==> src/rtl/alu_pkg.sv <==
// rtl/alu_pkg.sv - shared constants and types for the ALU result stage
// Contents: default datapath width, flag bit positions inside {Z,N,C,V},
//           and the state encoding of the two-entry skid buffer.
package alu_pkg;

    localparam int ALU_WIDTH = 32;

    // Bit positions of each flag inside the 4-bit flag vector {Z,N,C,V}.
    localparam int FLAG_V = 0;
    localparam int FLAG_C = 1;
    localparam int FLAG_N = 2;
    localparam int FLAG_Z = 3;

    typedef enum logic [1:0] {
        SKID_EMPTY = 2'd0,
        SKID_ONE   = 2'd1,
        SKID_TWO   = 2'd2
    } skid_state_e;

endpackage

==> src/rtl/alu_flag_gen.sv <==
// rtl/alu_flag_gen.sv - combinational {Z,N,C,V} derivation from adder outputs
// Ports: sum/cout    - adder Sum bus and carry out
//        a_msb/b_msb - operand MSBs as applied to the adder (B already inverted for subtract)
//        flags       - {Z,N,C,V} indexed by the FLAG_* constants
module alu_flag_gen
    import alu_pkg::*;
#(
    parameter int WIDTH = ALU_WIDTH
) (
    input  logic [WIDTH-1:0] sum,
    input  logic             cout,
    input  logic             a_msb,
    input  logic             b_msb,
    output logic [3:0]       flags
);

    always_comb begin
        flags         = '0;
        flags[FLAG_Z] = (sum == '0);
        flags[FLAG_N] = sum[WIDTH-1];
        flags[FLAG_C] = cout;
        // Signed overflow: both operands share a sign and the result sign differs.
        flags[FLAG_V] = (a_msb == b_msb) && (sum[WIDTH-1] != a_msb);
    end

endmodule

==> src/rtl/alu_result_stage.sv <==
// rtl/alu_result_stage.sv - two-entry skid buffer holding {sum, flags} plus saturating overflow counter
// Ports: clk, rst_n                          - clock, synchronous active-low reset
//        in_valid/in_ready, in_sum, in_cout,
//        in_a_msb, in_b_msb                  - upstream adder beat
//        out_valid/out_ready, out_result,
//        out_flags                           - oldest held beat and its {Z,N,C,V}
//        ovf_count                           - saturating count of accepted beats with V=1
module alu_result_stage
    import alu_pkg::*;
#(
    parameter int WIDTH = ALU_WIDTH,
    parameter int CNT_W = 16
) (
    input  logic             clk,
    input  logic             rst_n,
    input  logic             in_valid,
    output logic             in_ready,
    input  logic [WIDTH-1:0] in_sum,
    input  logic             in_cout,
    input  logic             in_a_msb,
    input  logic             in_b_msb,
    output logic             out_valid,
    input  logic             out_ready,
    output logic [WIDTH-1:0] out_result,
    output logic [3:0]       out_flags,
    output logic [CNT_W-1:0] ovf_count
);

    skid_state_e      state_q, state_d;
    logic             in_ready_q, in_ready_d;
    logic [WIDTH-1:0] sum0_q, sum0_d, sum1_q, sum1_d;
    logic [3:0]       flags0_q, flags0_d, flags1_q, flags1_d;
    logic [CNT_W-1:0] ovf_q, ovf_d;
    logic [3:0]       new_flags;
    logic             accept;
    logic             deliver;

    alu_flag_gen #(.WIDTH(WIDTH)) u_flag_gen (
        .sum   (in_sum),
        .cout  (in_cout),
        .a_msb (in_a_msb),
        .b_msb (in_b_msb),
        .flags (new_flags)
    );

    // Entry 0 is always the oldest beat; entry 1 only holds data in SKID_TWO.
    assign in_ready   = in_ready_q;
    assign out_valid  = (state_q != SKID_EMPTY);
    assign out_result = sum0_q;
    assign out_flags  = flags0_q;
    assign ovf_count  = ovf_q;

    assign accept  = in_valid && in_ready_q;
    assign deliver = out_valid && out_ready;

    always_comb begin
        state_d  = state_q;
        sum0_d   = sum0_q;
        flags0_d = flags0_q;
        sum1_d   = sum1_q;
        flags1_d = flags1_q;
        ovf_d    = ovf_q;
        case (state_q)
            SKID_EMPTY: begin
                if (accept) begin
                    state_d  = SKID_ONE;
                    sum0_d   = in_sum;
                    flags0_d = new_flags;
                end
            end
            SKID_ONE: begin
                if (accept && !deliver) begin
                    state_d  = SKID_TWO;
                    sum1_d   = in_sum;
                    flags1_d = new_flags;
                end else if (!accept && deliver) begin
                    state_d = SKID_EMPTY;
                end else if (accept && deliver) begin
                    sum0_d   = in_sum;
                    flags0_d = new_flags;
                end
            end
            SKID_TWO: begin
                // in_ready_q is low here, so only the drain path exists.
                if (deliver) begin
                    state_d  = SKID_ONE;
                    sum0_d   = sum1_q;
                    flags0_d = flags1_q;
                end
            end
            default: state_d = SKID_EMPTY;
        endcase

        // Registered ready: derived from next state so no out_ready-to-in_ready path exists.
        in_ready_d = (state_d != SKID_TWO);

        if (accept && new_flags[FLAG_V] && (ovf_q != {CNT_W{1'b1}})) begin
            ovf_d = ovf_q + {{(CNT_W-1){1'b0}}, 1'b1};
        end
    end

    always_ff @(posedge clk) begin
        if (!rst_n) begin
            state_q    <= SKID_EMPTY;
            in_ready_q <= 1'b1;
            sum0_q     <= '0;
            flags0_q   <= '0;
            sum1_q     <= '0;
            flags1_q   <= '0;
            ovf_q      <= '0;
        end else begin
            state_q    <= state_d;
            in_ready_q <= in_ready_d;
            sum0_q     <= sum0_d;
            flags0_q   <= flags0_d;
            sum1_q     <= sum1_d;
            flags1_q   <= flags1_d;
            ovf_q      <= ovf_d;
        end
    end

endmodule
==> config.mk <==
export PLATFORM = sky130hd
export DESIGN_NAME = alu_result_stage
export DESIGN_NICKNAME = d
export VERILOG_FILES = /design/src/rtl/alu_pkg.sv /design/src/rtl/alu_flag_gen.sv /design/src/rtl/alu_result_stage.sv
export SDC_FILE = /design/constraint.sdc
export NUM_CORES = 1
export LEC_CHECK = 0
export CELL_PAD_IN_SITES_DETAIL_PLACEMENT = 1
export CELL_PAD_IN_SITES_GLOBAL_PLACEMENT = 2
export CORE_MARGIN = 4
export CORE_UTILIZATION = 29
export CTS_BUF_LIST = sky130_fd_sc_hd__clkbuf_4
export DETAILED_ROUTE_END_ITERATION = 8
export GPL_ROUTABILITY_DRIVEN = 0
export PLACE_DENSITY = 0.8
export SYNTH_ARGS = -nofsm -noshare
export SYNTH_HDL_FRONTEND = slang
export SYNTH_SLANG_ARGS = --single-unit
==> constraint.sdc <==
create_clock -name clk -period 2.1 [get_ports clk]
set_input_delay 0.315 -clock clk [delete_from_list [all_inputs] [get_ports clk]]
set_output_delay 0.315 -clock clk [all_outputs]
set_load 0.02 [all_outputs]
Fig. 1: placement density heat map
12 x 12 tiles, from white (low) to dark blue (high), 0 to 100% covered.
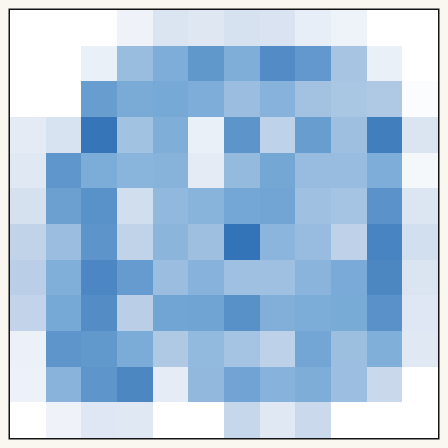
fullest tile = 73%
emptiest ninth of the die = upper left
nearly empty tiles = 13%
mean over tiles = 34%
final core occ: 41.6%
area of the core: 12800 sq um

==> run_results.csv <==
group,metric,value,unit
run_status,status,"finished, final reports clean",
setup_path,crit_type,"reg -> out",
timing,final.setup.worst_slack,95.9,ps
cells_and_area,postLayoutCellArea,5330,sq um
clock_network,cts.hold.buffers_added,0,
cells_and_area,buffer_area_share,23.0,%
route,route.layer.met1.wl,5690,microns
setup_path,reg_to_reg_critical_path_startpoint,"ovf_count[0]",
global_routing,most_utilized_layer_in_the_global_route_result,"met2",
global_routing,first_global_vias,4056,
cells_and_area,most-common-layout-cells,"sky130_fd_sc_hd__nand2_1, sky130_fd_sc_hd__clkdlybuf4s50_1, sky130_fd_sc_hd__dfxtp_1",
timing,shortest_period_the_worst_path_allows,2000,ps
place,dpl-instance-area,5150,sq um
pwr,pwr.group.combinational,714,uW
pwr,p_int,2.72,mW
job,log.warning_count,26,
global_routing,wire_length_of_the_first_global_routing_pass,20700,microns
setup_path,slowest_delay,550,ps
synthesis,post-synth-top-count-cell,"sky130_fd_sc_hd__nand2_1",
pwr,ir_worst_vdd,0.323,mV
route,routed_via_density,5.21,
floorplanning,fp_util,30.0,%
route,detail_route.iter0.violations,182,
synthesis,post_synth_ao_oa_area_fraction,17.8,%
cells_and_area,logic_gate_count,356,
synthesis,simple_gate_share,29.9,%
global_routing,grtUsageMet3,4.35,%
synthesis,synth.distinct_cells,39,
setup_path,worst_ep_required_time,1780,ps
synthesis,yosysWarningCount,0,
cells_and_area,non_clock_inverter_count,4,
cells_and_area,numnets_final,628,
pwr,fraction_of_power_consumed_by_the_clock_network,31.6,%
job,maxCapViolations,0,
synthesis,synth.area.mux_share,1.30,%
setup_path,capture_instance_of_the_worst_register_to_register_path,"ovf_count[14]",
route,highest_layer,"met4",
global_routing,met1_usage,21.5,%
worst_hold_path,whs_path_cells,3,
synthesis,syn-instance-count,487,
synthesis,edf_count,0,
pwr,total_power,3.74,mW
timing,finalSetupTns,0,ps
floorplanning,die_height,123,microns
pwr,power.switching,1.02,mW
floorplanning,chipArea,15200,sq um
clock_network,clock.latency.late_pin,450,ps
clock_network,sinks_on_clock_net,89,
cells_and_area,antennaDiodeCount,2,
place,numPortBuffers,92,
cells_and_area,largest_cell_class,"multi-input combinational cells",
pwr,power.share.combinational,19.1,%
route,routed_via_count,3994,
synthesis,synth-seq-area-share,46.3,%
synthesis,syn_area_per_cell,7.90,sq um
cells_and_area,layout-area-overhead-vs-synth,38.7,%
pwr,total_leakage_power,1.82,nW
setup_path,timing.reg2reg.worst_path_depth,5,
setup_path,critical-path-slowest-cell,"sky130_fd_sc_hd__clkdlybuf4s50_1",
synthesis,fp_nets,527,
pwr,seq_power_share,49.3,%
clock_network,cts-root-buf,"sky130_fd_sc_hd__clkbuf_4",
cells_and_area,post_route_cells_drive_above_1_share,9.80,%
worst_hold_path,timing.hold.worst_endpoint,"flags1_q[1]",
worst_hold_path,worst_hold_path_type,"in -> reg",
global_routing,overflow,0,
route,remaining_drc_errors,0,
place,placement.setup.worst_slack,-211,ps
timing,timing_hold_violations_final,0,
pwr,seq_power,1.84,mW
setup_path,timing.critical_path.cells,"or2_2 -> clkdlybuf4s50_1",
synthesis,postSynth.topFlopCell,"sky130_fd_sc_hd__dfxtp_1",
synthesis,synth_largest_type_area_fraction,46.3,%
pwr,clockNetworkPower,1.18,mW
cells_and_area,fillers,1556,
synthesis,yosys-stat-area,3840,sq um
pwr,p_sw_share,27.4,%
setup_path,cp_num_buf_inv,1,
route,wl_per_cell,16.6,microns
setup_path,critical_path.top_delay_family,"buffers and inverters",
route,detail_route.wirelength,12700,microns
route,met3_length,456,microns
synthesis,synth.cell_area,3840,sq um
clock_network,post_cts_buffers,0,
Fig. 2: placement view
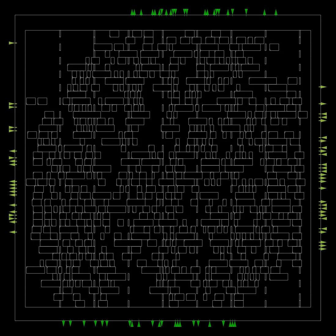
share of the final layout cell area in sequential cells: 33.5%
sequential cell count: 89
Placement Rows: 41
well tap count: 172
final cell count without fillers: 766

[flip-flops by register name (all words and copies together) (netlist names)]
name	count
ovf_count	16
out_result	31
out_flags	4
in_ready	1
flags1_q	4
state_q	2
sum1_q	31
[worst max-delay path by stage]
stage	end	cells past startpoint	from	slack [ps]
floorplan	ovf_count[10]	5	ovf_count[0]	200
global placement	ovf_count[14]	5	in_sum[31]	-140
detailed placement	ovf_count[14]	5	in_sum[31]	-210
CTS	out_valid	2	state_q[0]	30
global route	out_valid	2	state_q[0]	-1
finish	out_valid	2	state_q[0]	100
[metrics by stage]
step                hold WS [ps]  util, %  instances
floorplan                    437        -        487
global placement             442     40.2        749
detailed placement           443     40.2        749
CTS                          415     41.5        764
global route                 433     41.6        766
finish                       458     41.6        766
Power figures rest on the tool's default switching activity, not on a simulated workload.
